### src/rtl/clk_div_ctrl.sv
// clk_div_ctrl
//   Run/stop and configuration controller for a programmable clock divider.
//   Owns the divide ratio and the phase counter and produces a registered,
//   glitch-free O_CLK (low half first) plus a one-cycle tick at the rising
//   edge. Generation is continuous or limited to a burst of whole periods.
//   Ratio updates while running are held in a shadow register and take
//   effect only on a period boundary.
module clk_div_ctrl #(
  parameter int CNT_W       = 32,
  parameter int DIV_DEFAULT = 20,
  parameter int BURST_W     = 16
) (
  input  logic               I_CLK,
  input  logic               rst,
  input  logic               cfg_valid,
  input  logic [CNT_W-1:0]   cfg_div,
  output logic               cfg_ready,
  output logic               cfg_err,
  input  logic               start,
  input  logic               stop,
  input  logic [BURST_W-1:0] burst_len,
  output logic               O_CLK,
  output logic               tick,
  output logic               busy,
  output logic               done,
  output logic [CNT_W-1:0]   cur_div
);

  typedef enum logic [1:0] {
    IDLE  = 2'd0,
    RUN   = 2'd1,
    DRAIN = 2'd2
  } state_t;

  state_t             state;
  state_t             state_nxt;

  logic [CNT_W-1:0]   p;
  logic [CNT_W-1:0]   p_nxt;
  logic [CNT_W-1:0]   div_nxt;
  logic [CNT_W-1:0]   shadow;
  logic [CNT_W-1:0]   shadow_nxt;
  logic               pending;
  logic               pending_nxt;
  logic [BURST_W-1:0] rem;
  logic [BURST_W-1:0] rem_nxt;

  logic               o_clk_nxt;
  logic               tick_nxt;
  logic               done_nxt;
  logic               err_nxt;

  logic               hs;
  logic               hs_ok;
  logic               hs_bad;
  logic               at_bnd;
  logic               burst_last;
  logic               leaving;
  logic               running_nxt;

  // Rising-edge phase of a period: floor(div/2), so odd ratios get the
  // longer high half.
  function automatic logic [CNT_W-1:0] half_of(input logic [CNT_W-1:0] d);
    return d >> 1;
  endfunction

  // A ratio below 2 cannot produce both a low and a high half.
  function automatic logic ratio_ok(input logic [CNT_W-1:0] d);
    return d >= CNT_W'(2);
  endfunction

  assign cfg_ready = ~pending;
  assign busy      = (state != IDLE);

  assign hs     = cfg_valid & cfg_ready;
  assign hs_ok  = hs & ratio_ok(cfg_div);
  assign hs_bad = hs & ~ratio_ok(cfg_div);

  // The >= keeps p bounded even if the ratio were ever to shrink mid-period.
  assign at_bnd = (state != IDLE) && (p >= (cur_div - CNT_W'(1)));

  // rem is zero in continuous mode, so only a live burst can hit its last period.
  assign burst_last = (rem == BURST_W'(1));

  // State register
  always_ff @(posedge I_CLK) begin
    if (!rst) begin
      state <= IDLE;
    end else begin
      state <= state_nxt;
    end
  end

  // Next-state logic: a stop on the boundary itself and a burst end on the
  // same boundary both collapse into a single return to IDLE.
  always_comb begin
    state_nxt = state;
    case (state)
      IDLE: begin
        if (start) state_nxt = RUN;
      end
      RUN: begin
        if (at_bnd && (stop || burst_last)) state_nxt = IDLE;
        else if (stop)                      state_nxt = DRAIN;
      end
      DRAIN: begin
        if (at_bnd) state_nxt = IDLE;
      end
      default: state_nxt = IDLE;
    endcase
  end

  assign leaving     = (state != IDLE) && (state_nxt == IDLE);
  assign running_nxt = (state_nxt != IDLE);

  // Output / datapath next values: phase, burst count, ratio handling and
  // the registered O_CLK/tick computed from the phase and ratio they will
  // accompany, so the waveform stays aligned with p.
  always_comb begin
    p_nxt       = p;
    rem_nxt     = rem;
    div_nxt     = cur_div;
    shadow_nxt  = shadow;
    pending_nxt = pending;
    err_nxt     = hs_bad;
    done_nxt    = leaving;

    if (state == IDLE || state_nxt == IDLE || at_bnd) begin
      p_nxt = '0;
    end else begin
      p_nxt = p + CNT_W'(1);
    end

    if (state == IDLE) begin
      if (start) rem_nxt = burst_len;
    end else if (at_bnd && (rem != '0)) begin
      rem_nxt = rem - BURST_W'(1);
    end

    if (state == IDLE) begin
      if (hs_ok) div_nxt = cfg_div;
    end else begin
      if (hs_ok) begin
        shadow_nxt  = cfg_div;
        pending_nxt = 1'b1;
      end
      if (leaving) begin
        // Nothing may stay pending in IDLE, including a ratio accepted on
        // the very cycle generation ends.
        if (hs_ok)        div_nxt = cfg_div;
        else if (pending) div_nxt = shadow;
        pending_nxt = 1'b0;
      end else if (at_bnd && pending) begin
        div_nxt     = shadow;
        pending_nxt = 1'b0;
      end
    end

    o_clk_nxt = running_nxt && (p_nxt >= half_of(div_nxt));
    tick_nxt  = running_nxt && (p_nxt == half_of(div_nxt));
  end

  // Datapath and output registers; the shadow value needs no reset because
  // it is only consumed while pending is set.
  always_ff @(posedge I_CLK) begin
    shadow <= shadow_nxt;
    if (!rst) begin
      p       <= '0;
      rem     <= '0;
      cur_div <= CNT_W'(DIV_DEFAULT);
      pending <= 1'b0;
      O_CLK   <= 1'b0;
      tick    <= 1'b0;
      done    <= 1'b0;
      cfg_err <= 1'b0;
    end else begin
      p       <= p_nxt;
      rem     <= rem_nxt;
      cur_div <= div_nxt;
      pending <= pending_nxt;
      O_CLK   <= o_clk_nxt;
      tick    <= tick_nxt;
      done    <= done_nxt;
      cfg_err <= err_nxt;
    end
  end

endmodule

### config.mk
export PLATFORM = sky130hd
export DESIGN_NAME = clk_div_ctrl
export DESIGN_NICKNAME = d
export VERILOG_FILES = /design/src/rtl/clk_div_ctrl.sv
export SDC_FILE = /design/constraint.sdc
export NUM_CORES = 1
export LEC_CHECK = 0
export ABC_CLOCK_PERIOD_IN_PS = 6900
export CAP_MARGIN = 10
export CORE_MARGIN = 8
export CORE_UTILIZATION = 53
export CTS_CLUSTER_DIAMETER = 80
export DETAILED_ROUTE_END_ITERATION = 16
export MAX_ROUTING_LAYER = met4
export PLACE_DENSITY = 0.88
export SETUP_SLACK_MARGIN = 0.5
export SLEW_MARGIN = 20
export SYNTH_ARGS = -nofsm -noshare
export SYNTH_HDL_FRONTEND = slang
export SYNTH_SLANG_ARGS = --single-unit
### constraint.sdc
create_clock -name I_CLK -period 6.9 [get_ports I_CLK]
set_input_delay 1.38 -clock I_CLK [delete_from_list [all_inputs] [get_ports I_CLK]]
set_output_delay 1.38 -clock I_CLK [all_outputs]
set_load 0.02 [all_outputs]
Fig. 1: zoomed window
Window x 10 to 60, y 81 to 131 um. Cells in gray, sequential cells in the stronger gray; small squares are vias.
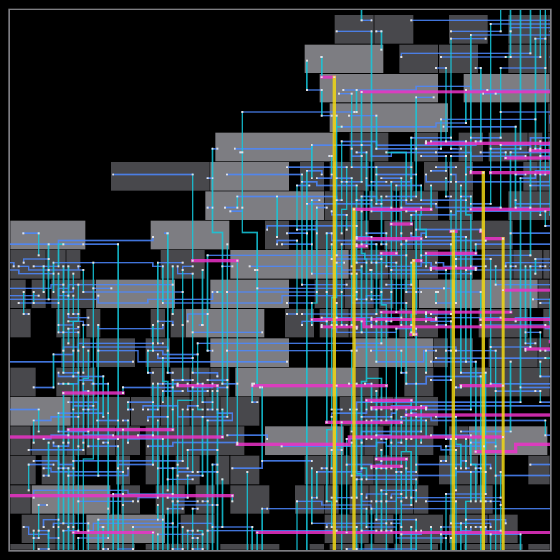
Key: M2 = cyan; M1 = blue; M4 = yellow; M3 = magenta
Netlist names of flops here include `shadow` (8), `rem` (7), `cur_div` (5). Sequential cells in the window: 22. 151 logic cells have their middle in the window. Most frequent: nor2_1 (23), clkdlybuf4s50_1 (16), dfxtp_1 (14).

Fig. 2: logic cells by family
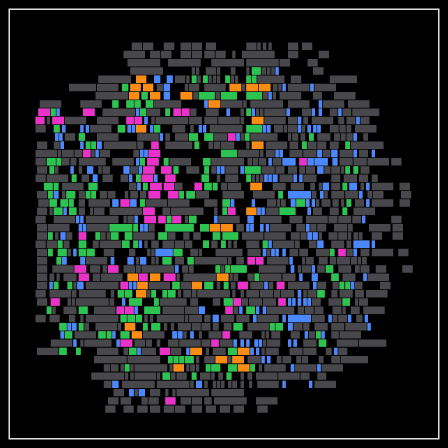
Key: mux cells = orange [cells 31, most used mux2i_1]; non-inverting ao/oa cells = magenta [cells 52, most used a21o_1]; aoi and oai cells = green [cells 163, most used a21oi_1]; nor cells = blue [cells 197, most used nor2_1]
Final Instance Count excl. Fillers: 1290
Comb area share: 53.6%

==> CHANGELOG.md <==
### Implementation results

- Status: complete, no violations
- Clock share of power: between 30% and 40%
- Clk buf depth: 2
- Routed WL: 25800 um
- CTS root buf: clkbuf_16
- Yosys reg bits: 119
- Data buffer area share: 10.7%
- Residual DRC: 0
- Synth top area cells: dfxtp_1 (21%), edfxtp_1 (12%), ha_1 (10%)
- Slowest stage delay, CP: 400 ps
- H-tree depth: 4
- Yosys warnings: 0
- CTS tree: done
- YS chip area: just over 0.008 sq mm
- Async SR Flop Fraction: 0%
- Final Instance Area: about 0.01 sq mm
- Worst EP arrival: between 6000 and 7000 ps
- Number of global-route vias before repair: 7820
- Drt first pass iters: 5
- Bufs and invs on worst path: 1
- Final Hold Fails: 0
- Vias post-DR: 8249
- Clock Skew: 10.3 ps
- Netlist cell types: 74
- Io pins: between 90 and 100
- Min-delay src: rem[11]
- Chip area: 0.0199 sq mm
- Site Rows: approximately 45
- Hold Path Stages: 2
- First-pass GRT wire length: about 41000 um
- Gate Area: 0.00537 sq mm
- Hold_buf cts: 0
- WS Path Type: register to register
- PD cells: 233 mW/mm^2
- Layout Utilization: 65.7%
- Largest net degree at the start of global routing: 44
- Slowest CP cell: a211o_1
- Logic gate share of total power: 27.8%
- Hold WC Path Type: register to register
- Tally of OpenROAD warnings: 27
- Setup crit end: O_CLK
- Clock-cell share: around 5.6%
- Yosys cell count: 983
- CP endpoint kind: register
- Max-slew headroom: 44.9%
- Fin crit period: approximately 6000 ps
- Post-cts resize count: 0
- Count leader, synth: nor2_1
- Antenna Nets Post-Route: 0
- Max rail drop VDD: 0.179 mV
- Area leader, netlist: dfxtp_1
- Wire per inst: 20.0 um
- Width of the die: 141 um
- I/O Buffers: 90
- Cells after Synth: 983
- Clock tree sinks: 119
- Psw: 770 uW
- CP delay by family, top: AND-OR/OR-AND gates
- Post-synth EDFFs: 32
- Max-slew violation count: 0
- CP max FO: 5
- Top class by area: combinational gates
- Syn-to-layout area delta: 20.7%
- Netlist Area Pre-Place: 0.00830 sq mm
- P_clk: around 850 uW
- Leak pwr: 3.90 nW
- Place WS: ~620 ps
- Initial DRC count: ~860
- Startpoint Class: register
- Non-clk invs: 13
- Max-area cell share: 21.0%
- Critical path startpoint: cur_div[1]
- TNS Setup: 0 ps
- Die height: 141 um
- Post-layout period usage: between 80% and 90%
- Seq. pwr: 837 uW
- Hold Crit Endpoint: rem[11]
- Worst R2R Setup Slack: 860 ps
- Grt ovf: 0
- Nets: about 1200
- P_int: 1.57 mW
- Core Util at FP: 54.4%
- Unrepaired setup endpoints after global routing: no
- Comb_multi_in: ~800
- Sw frac: 33.0%
- Dominant Register Cell: dfxtp_1
- Critical path depth: 27
- Fmax: 165 MHz
- Data required time of the worst path: 7210 ps
[metal layers]
metal	track usage (%)	vias to the layer above	wire, um
met3	6.62	72	2920
met5	-	-	0
met1	32.8	3870	10500
met4	11.7	0	750
li1	-	3777	-
met2	39.7	530	11600
[metrics by stage]
stage	hold WS, ps	total power, mW	std cells
floorplan	434	1.26	983
global placement	444	1.46	1256
detailed placement	462	1.47	1256
CTS	469	2.32	1288
global route	490	2.44	1290
finish	472	2.34	1290
[placed cells by master, fill, tap and decap left out, types with 8 or more instances in the layout]
| cell type | n |
|---|---|
| nor4_1 | 16 |
| or3_1 | 9 |
| a221oi_1 | 8 |
| nand4_1 | 15 |
| nand2_1 | 116 |
| mux2i_1 | 16 |
| o21ai_0 | 21 |
| a21o_1 | 12 |
| clkdlybuf4s50_1 | 90 |
| nor2_1 | 150 |
| clkbuf_16 | 17 |
| inv_1 | 11 |
| o21bai_1 | 8 |
| dfxtp_1 | 87 |
| edfxtp_1 | 32 |
| a21oi_1 | 53 |
| o221a_2 | 11 |
| nor3_1 | 17 |
| a221oi_2 | 9 |
| and3_1 | 12 |
| ha_1 | 67 |
| xnor2_1 | 33 |
| o22ai_1 | 11 |
| xor2_1 | 29 |
| a211oi_1 | 9 |
| mux2_2 | 11 |
| nand3_1 | 46 |
| o21a_1 | 11 |
| buf_4 | 23 |
[logic make-up after synthesis]
group,synth area share (%)
and+or+nand+nor,24.1
AOI/OAI and AO/OA,19.4
DFF,32.6
adders and majority gates,10.1
xor gates and xnor gates,6.54
buffers and inverters,3.36
muxes,3.96
[sequential cells by signal, indices dropped and copies added, names as in the netlist]
signal / count
cur_div: 32
p: 32
shadow: 32
rem: 16
state: 2
O_CLK: 1
cfg_err: 1
done: 1
pending: 1
tick: 1
Power is estimated from default activity; no workload was simulated.
